### Signal wires on met3

(8 px per µm)
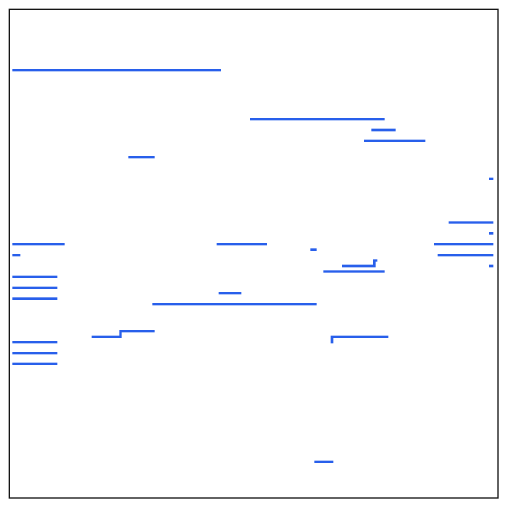
### Placed cells, one colour a class

(6 px per µm) Fill, decap, tap and diode cells in grey.
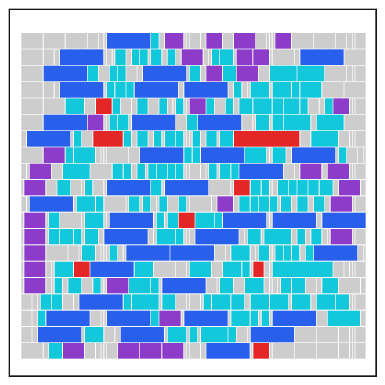
### Gate families picked out

(6 px per µm)
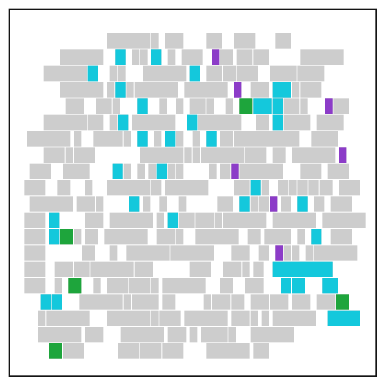
### Track usage over the die

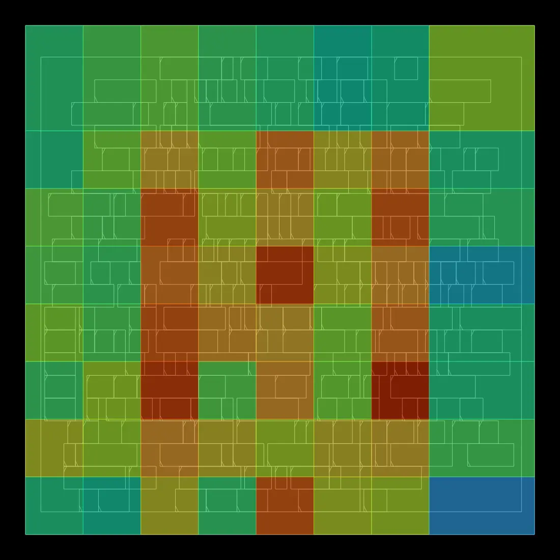
### Cell sizes after repair

(6 px per µm)
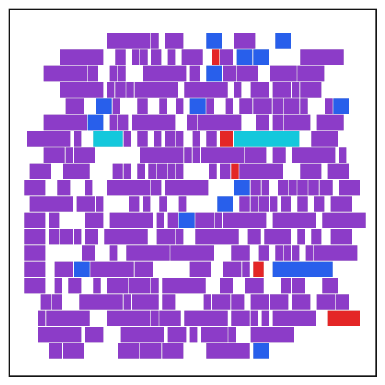
File: src/rtl/lift_seq_ctrl.sv
// lift_seq_ctrl: frame sequencer for the sample ROM and the lifting datapath.
// Issues ROM addresses for one frame, drives the datapath enable, tracks each
// sample through the datapath with a valid/last/odd shift register, honours
// downstream HOLD and counts completed frames.
module lift_seq_ctrl #(
    parameter int AW       = 4,
    parameter int PIPE_LAT = 5,
    parameter int FCW      = 8
) (
    input  logic           CLK,
    input  logic           RST,
    input  logic           START,
    input  logic [AW-1:0]  LEN,
    input  logic           HOLD,
    output logic [AW-1:0]  ADD,
    output logic           ODD,
    output logic           EN,
    output logic           OUT_VALID,
    output logic           OUT_LAST,
    output logic           OUT_ODD,
    output logic           BUSY,
    output logic           DONE,
    output logic [FCW-1:0] FRAME_CNT
);

    typedef enum logic [1:0] {
        S_IDLE,
        S_FETCH,
        S_DRAIN,
        S_DONE
    } state_t;

    state_t              state_q;
    state_t              state_d;
    logic [AW-1:0]       add_q;
    logic [AW:0]         cnt_q;
    logic [AW:0]         len_q;
    logic [PIPE_LAT-1:0] vld_p;
    logic [PIPE_LAT-1:0] last_p;
    logic [PIPE_LAT-1:0] odd_p;
    logic [FCW-1:0]      fcnt_q;
    logic                issue;
    logic                shift;
    logic                last_issue;
    logic                tail_out;

    // Length compare is one bit wider than the address so a zero LEN (2^AW) fits.
    assign last_issue = (cnt_q == (len_q - 1'b1));
    assign tail_out   = vld_p[PIPE_LAT-1] & ~HOLD;

    assign ADD       = add_q;
    assign ODD       = add_q[0];
    assign OUT_VALID = tail_out;
    assign OUT_LAST  = tail_out & last_p[PIPE_LAT-1];
    assign OUT_ODD   = tail_out & odd_p[PIPE_LAT-1];
    assign FRAME_CNT = fcnt_q;

    // State register.
    always_ff @(posedge CLK) begin
        if (RST) begin
            state_q <= S_IDLE;
        end else begin
            state_q <= state_d;
        end
    end

    // Next state plus enable/busy/done and the issue/shift strobes.
    always_comb begin
        state_d = state_q;
        EN      = 1'b0;
        BUSY    = 1'b0;
        DONE    = 1'b0;
        issue   = 1'b0;
        shift   = 1'b0;
        case (state_q)
            S_IDLE: begin
                if (START) begin
                    state_d = S_FETCH;
                end
            end
            S_FETCH: begin
                BUSY  = 1'b1;
                EN    = ~HOLD;
                issue = ~HOLD;
                shift = ~HOLD;
                if (issue && last_issue) begin
                    state_d = S_DRAIN;
                end
            end
            S_DRAIN: begin
                BUSY  = 1'b1;
                EN    = ~HOLD;
                shift = ~HOLD;
                if (tail_out && last_p[PIPE_LAT-1]) begin
                    state_d = S_DONE;
                end
            end
            S_DONE: begin
                DONE    = 1'b1;
                state_d = S_IDLE;
            end
            default: begin
                state_d = S_IDLE;
            end
        endcase
    end

    // Address, issue count and latched frame length.
    always_ff @(posedge CLK) begin
        if (RST) begin
            add_q <= '0;
            cnt_q <= '0;
            len_q <= '0;
        end else if (state_q == S_IDLE && START) begin
            add_q <= '0;
            cnt_q <= '0;
            len_q <= (LEN == '0) ? {1'b1, {AW{1'b0}}} : {1'b0, LEN};
        end else if (issue) begin
            add_q <= add_q + 1'b1;
            cnt_q <= cnt_q + 1'b1;
        end
    end

    // Sample tracker: a new entry per enabled cycle, bubbles while draining.
    always_ff @(posedge CLK) begin
        if (RST) begin
            vld_p  <= '0;
            last_p <= '0;
            odd_p  <= '0;
        end else if (shift) begin
            for (int i = PIPE_LAT - 1; i > 0; i--) begin
                vld_p[i]  <= vld_p[i-1];
                last_p[i] <= last_p[i-1];
                odd_p[i]  <= odd_p[i-1];
            end
            vld_p[0]  <= issue;
            last_p[0] <= issue & last_issue;
            odd_p[0]  <= issue & add_q[0];
        end
    end

    // Completed-frame counter, bumped as DONE is left.
    always_ff @(posedge CLK) begin
        if (RST) begin
            fcnt_q <= '0;
        end else if (state_q == S_DONE) begin
            fcnt_q <= fcnt_q + 1'b1;
        end
    end

endmodule

File: config.mk
export PLATFORM = sky130hd
export DESIGN_NAME = lift_seq_ctrl
export DESIGN_NICKNAME = d
export VERILOG_FILES = /design/src/rtl/lift_seq_ctrl.sv
export SDC_FILE = /design/constraint.sdc
export NUM_CORES = 1
export LEC_CHECK = 0
export CORE_MARGIN = 1.5
export CORE_UTILIZATION = 53
export DETAILED_ROUTE_END_ITERATION = 10
export HOLD_SLACK_MARGIN = 0.05
export MAX_ROUTING_LAYER = met4
export PLACE_DENSITY = 0.82
export SYNTH_ARGS = -nofsm -noshare
export SYNTH_HDL_FRONTEND = slang
export SYNTH_SLANG_ARGS = --single-unit
export TNS_END_PERCENT = 30
File: constraint.sdc
create_clock -name CLK -period 2.3 [get_ports CLK]
set_clock_uncertainty 0.1 [all_clocks]
set_input_delay 0.345 -clock CLK [delete_from_list [all_inputs] [get_ports CLK]]
set_output_delay 0.345 -clock CLK [all_outputs]
set_load 0.03 [all_outputs]
==> results_slide.txt <==
Implementation Results

Layout
  • Comb_multi_in: 152
  • Ant. Diodes: 0
  • Non-clk invs: 7
  • Clock buffers: 6
  • Largest class: multi-input combinational cells
  • Layout cells sized above 1: a little over 9%
  • Clk cell area share: under 10%
  • Number of flip-flops under the largest register name: 8
  • Flop count: 39
  • Comb area: between 900 and 1000 µm²
  • Final-layout non-clock buffer area share: 13.7%
  • Nets: roughly 250
  • FF/Latch Area: 781 µm²
  • Most numerous logic cells after layout: nand2_1, dfxtp_1, a21oi_1

Synth
  • Mux frac, synth: 2.25%
  • Post-synth EDFFs: 0
  • Synth Area in XOR/XNOR: between 8 and 9%
  • Synth cell count leaders: nand2_1, dfxtp_1, a21oi_1
  • Top cells, area: dfxtp_1, nand2_1, a21oi_1, ha_1, xor2_1
  • Area leader share: around 44%
  • Dominant kind of combinational cell: simple AND/OR/NAND/NOR gates
  • Syn avg cell area: around 8.5 µm²
  • Main flop type: dfxtp_1
  • Cells in synth_stat.txt: 208
  • Count leader, synth: nand2_1
  • Ys Warns: 0
  • Post-synthesis cell area: between 1500 and 2000 µm²
  • Chip Area, Yosys: ~1800 µm²
  • Synth area leader: dfxtp_1
  • Cell Type Count: 35
  • Post-Synth AOI/OAI Area: between 10% and 20%
  • Post-synthesis adder-cell area fraction: between 6 and 7%
  • Flops after synth: 39

STA
  • Final period util: slightly above 90%
  • Relative slew slack: around two thirds
  • Slew @ Worst Pin: between 0.4 and 0.5 ns
  • RSZ-0062 raised after global routing: no
  • Max Clk Rate: 0.466 GHz
  • Clock period minus worst slack: 2.15 ns
  • Fin. Hold Viols: 0
  • Hold Slack: 0.358 ns
  • TNS Setup: 0 ns
  • Final setup vio count: 0

Worst setup path
  • CP cell instances: ha_1 > clkdlybuf4s50_1
  • Crit. Startpoint: state_q[1]
  • Startpoint types: flop
  • CP max-delay cell: clkdlybuf4s50_1
  • Reg2Reg Capture Point: state_q[0]
  • Critical Path AT: 1.70 ns
  • CP Buf/Inv Count: 1
  • Critical path depth: 2
  • CP endpoint kind: output port
  • Cell family with most CP delay: buffers and inverters
  • Worst reg2reg path depth: 7
  • Critical path class: reg2out
  • R2R setup slack: around 0.33 ns
  • Worst setup endpoint: DONE
  • Worst stage delay on the critical path: around 0.70 ns
  • Worst-path fanout max: 4
  • Worst EP required: between 1.5 and 2 ns
  • Reg2Reg Launch Point: len_q[0]

Flow run
  • Tool Warnings: 30
  • Max cap viols: 0

Power
  • Power Sequential: around 0.75 mW
  • Logic pwr share: about 29%
  • Cell area power density: ~800 nW/µm²
  • Power share of the clock group: roughly 28%
  • Peak supply drop: ~0.0004 V
  • Net Sw Power: 0.576 mW
  • Flop pwr share: a little over two fifths
  • Clk power: a little under 0.5 mW
  • Overall power: 1.74 mW
  • Leakage: between 0.7 and 0.8 nW
  • Internal power: 1.16 mW
  • Sw frac: around a third
  • Comb group: ~0.5 mW
  • Largest Pwr Group: registers

Detailed routing
  • Drt first pass iters: 4
  • Initial DRC count: slightly below 100
  • Highest Signal Layer: met4
  • Metal-1 WL: ~1600 µm
  • Remaining antenna violation count after routing: 0
  • DRC errors left: 0
  • WL met3: between 150 and 200 µm
  • Metal2 WL: ~1700 µm

Placement
  • DP HPWL: 2450 µm
  • I/O Buffers: 26
  • Dpl cells: between 200 and 300
  • DP Worst Slack: roughly 0.20 ns
  • Routability cong.: 0.784
  • Placed cell area: 2080 µm²

CTS
  • Setup Buffers After CTS: 0
  • Hold_buf cts: 0
  • Total CTS buffers: 5
  • CTS resizes: 1
  • CTS root buffer: clkbuf_4
  • TritonCTS clock tree: yes
  • Clock buffer depth: 2
  • H-tree depth: 2
  • Sink Count: 39
  • Reg clk slew, reported paths: ~0.11 ns
  • Clk Latency, worst-skew pair: around 0.35 ns

GRT
  • First-pass GRT wire length: 5720 µm
  • Vias in the first global route: ~1400
  • Global route total overflow: 0
  • Total track usage: 21.6%
  • Antenna violations before repair: 0
  • Largest net degree at the start of global routing: 17

Worst hold path
  • WHS Path Cells: 2
  • Hold Path Class: reg2reg
  • HP Start: vld_p[2]

Run status
  • Status: complete, no violations

Floorplan
  • TAP cells: about 44
  • Die width: around 60 µm
  • Num ports: 27
  • Die area: between 3000 and 4000 µm²
  • Die H: approximately 61 µm
  • Pre-Place Util: around 57%
Back to the opening pictures, 'Signal wires on met3':
The layer holds 4.9% of the routed length. 23 nets have wire on it.
vias: 1501
total wire length: 3510 µm

Back to the opening pictures, 'Placed cells, one colour a class':
Key: red = clock drivers and dummy loads [cells 8, share of their area 4.1%]; blue = flops [cells 39, share of their area 37%]; cyan = all other logic [cells 159, share of their area 45%]; purple = other buffers and delay cells [cells 32, share of their area 14%]
Final Util: 69.2%
flop share of the area: 36.1%
core area: 3130 µm²
Rows: 20

Back to the opening pictures, 'Gate families picked out':
Key: cyan = inverting AOI/OAI gates [cells 32, most used a21oi_1]; purple = inverters [cells 7, most used inv_1]; green = AND and OR gates [cells 5]
most frequent logic cell in the layout: nand2_1
fin cells: 282
combinational share of cell area: 42.5%

Back to the opening pictures, 'Track usage over the die':
post-detailed-route wirelength per cell: 12.5 µm
busiest layer in global routing: met2
grt met3 use: 5.33%
grt met1 use: 24.4%
met2 GRT Util: 35.0%

Back to the opening pictures, 'Cell sizes after repair':
Key: blue = drive 3 to 4 [cells 15, share 6.3%]; red = drive 2 [cells 5, share 2.1%]; purple = drive 1 or less [cells 216, share 91%]; cyan = drive 6 and up [cells 2, share 0.84%]
Setup WS post-layout: 0.154 ns
Non-clk bufs: 32
Final Instance Area: 2160 µm²
area grow syn2layout: 21.8%

No activity file was given, so power comes from the tool's default toggle rates.
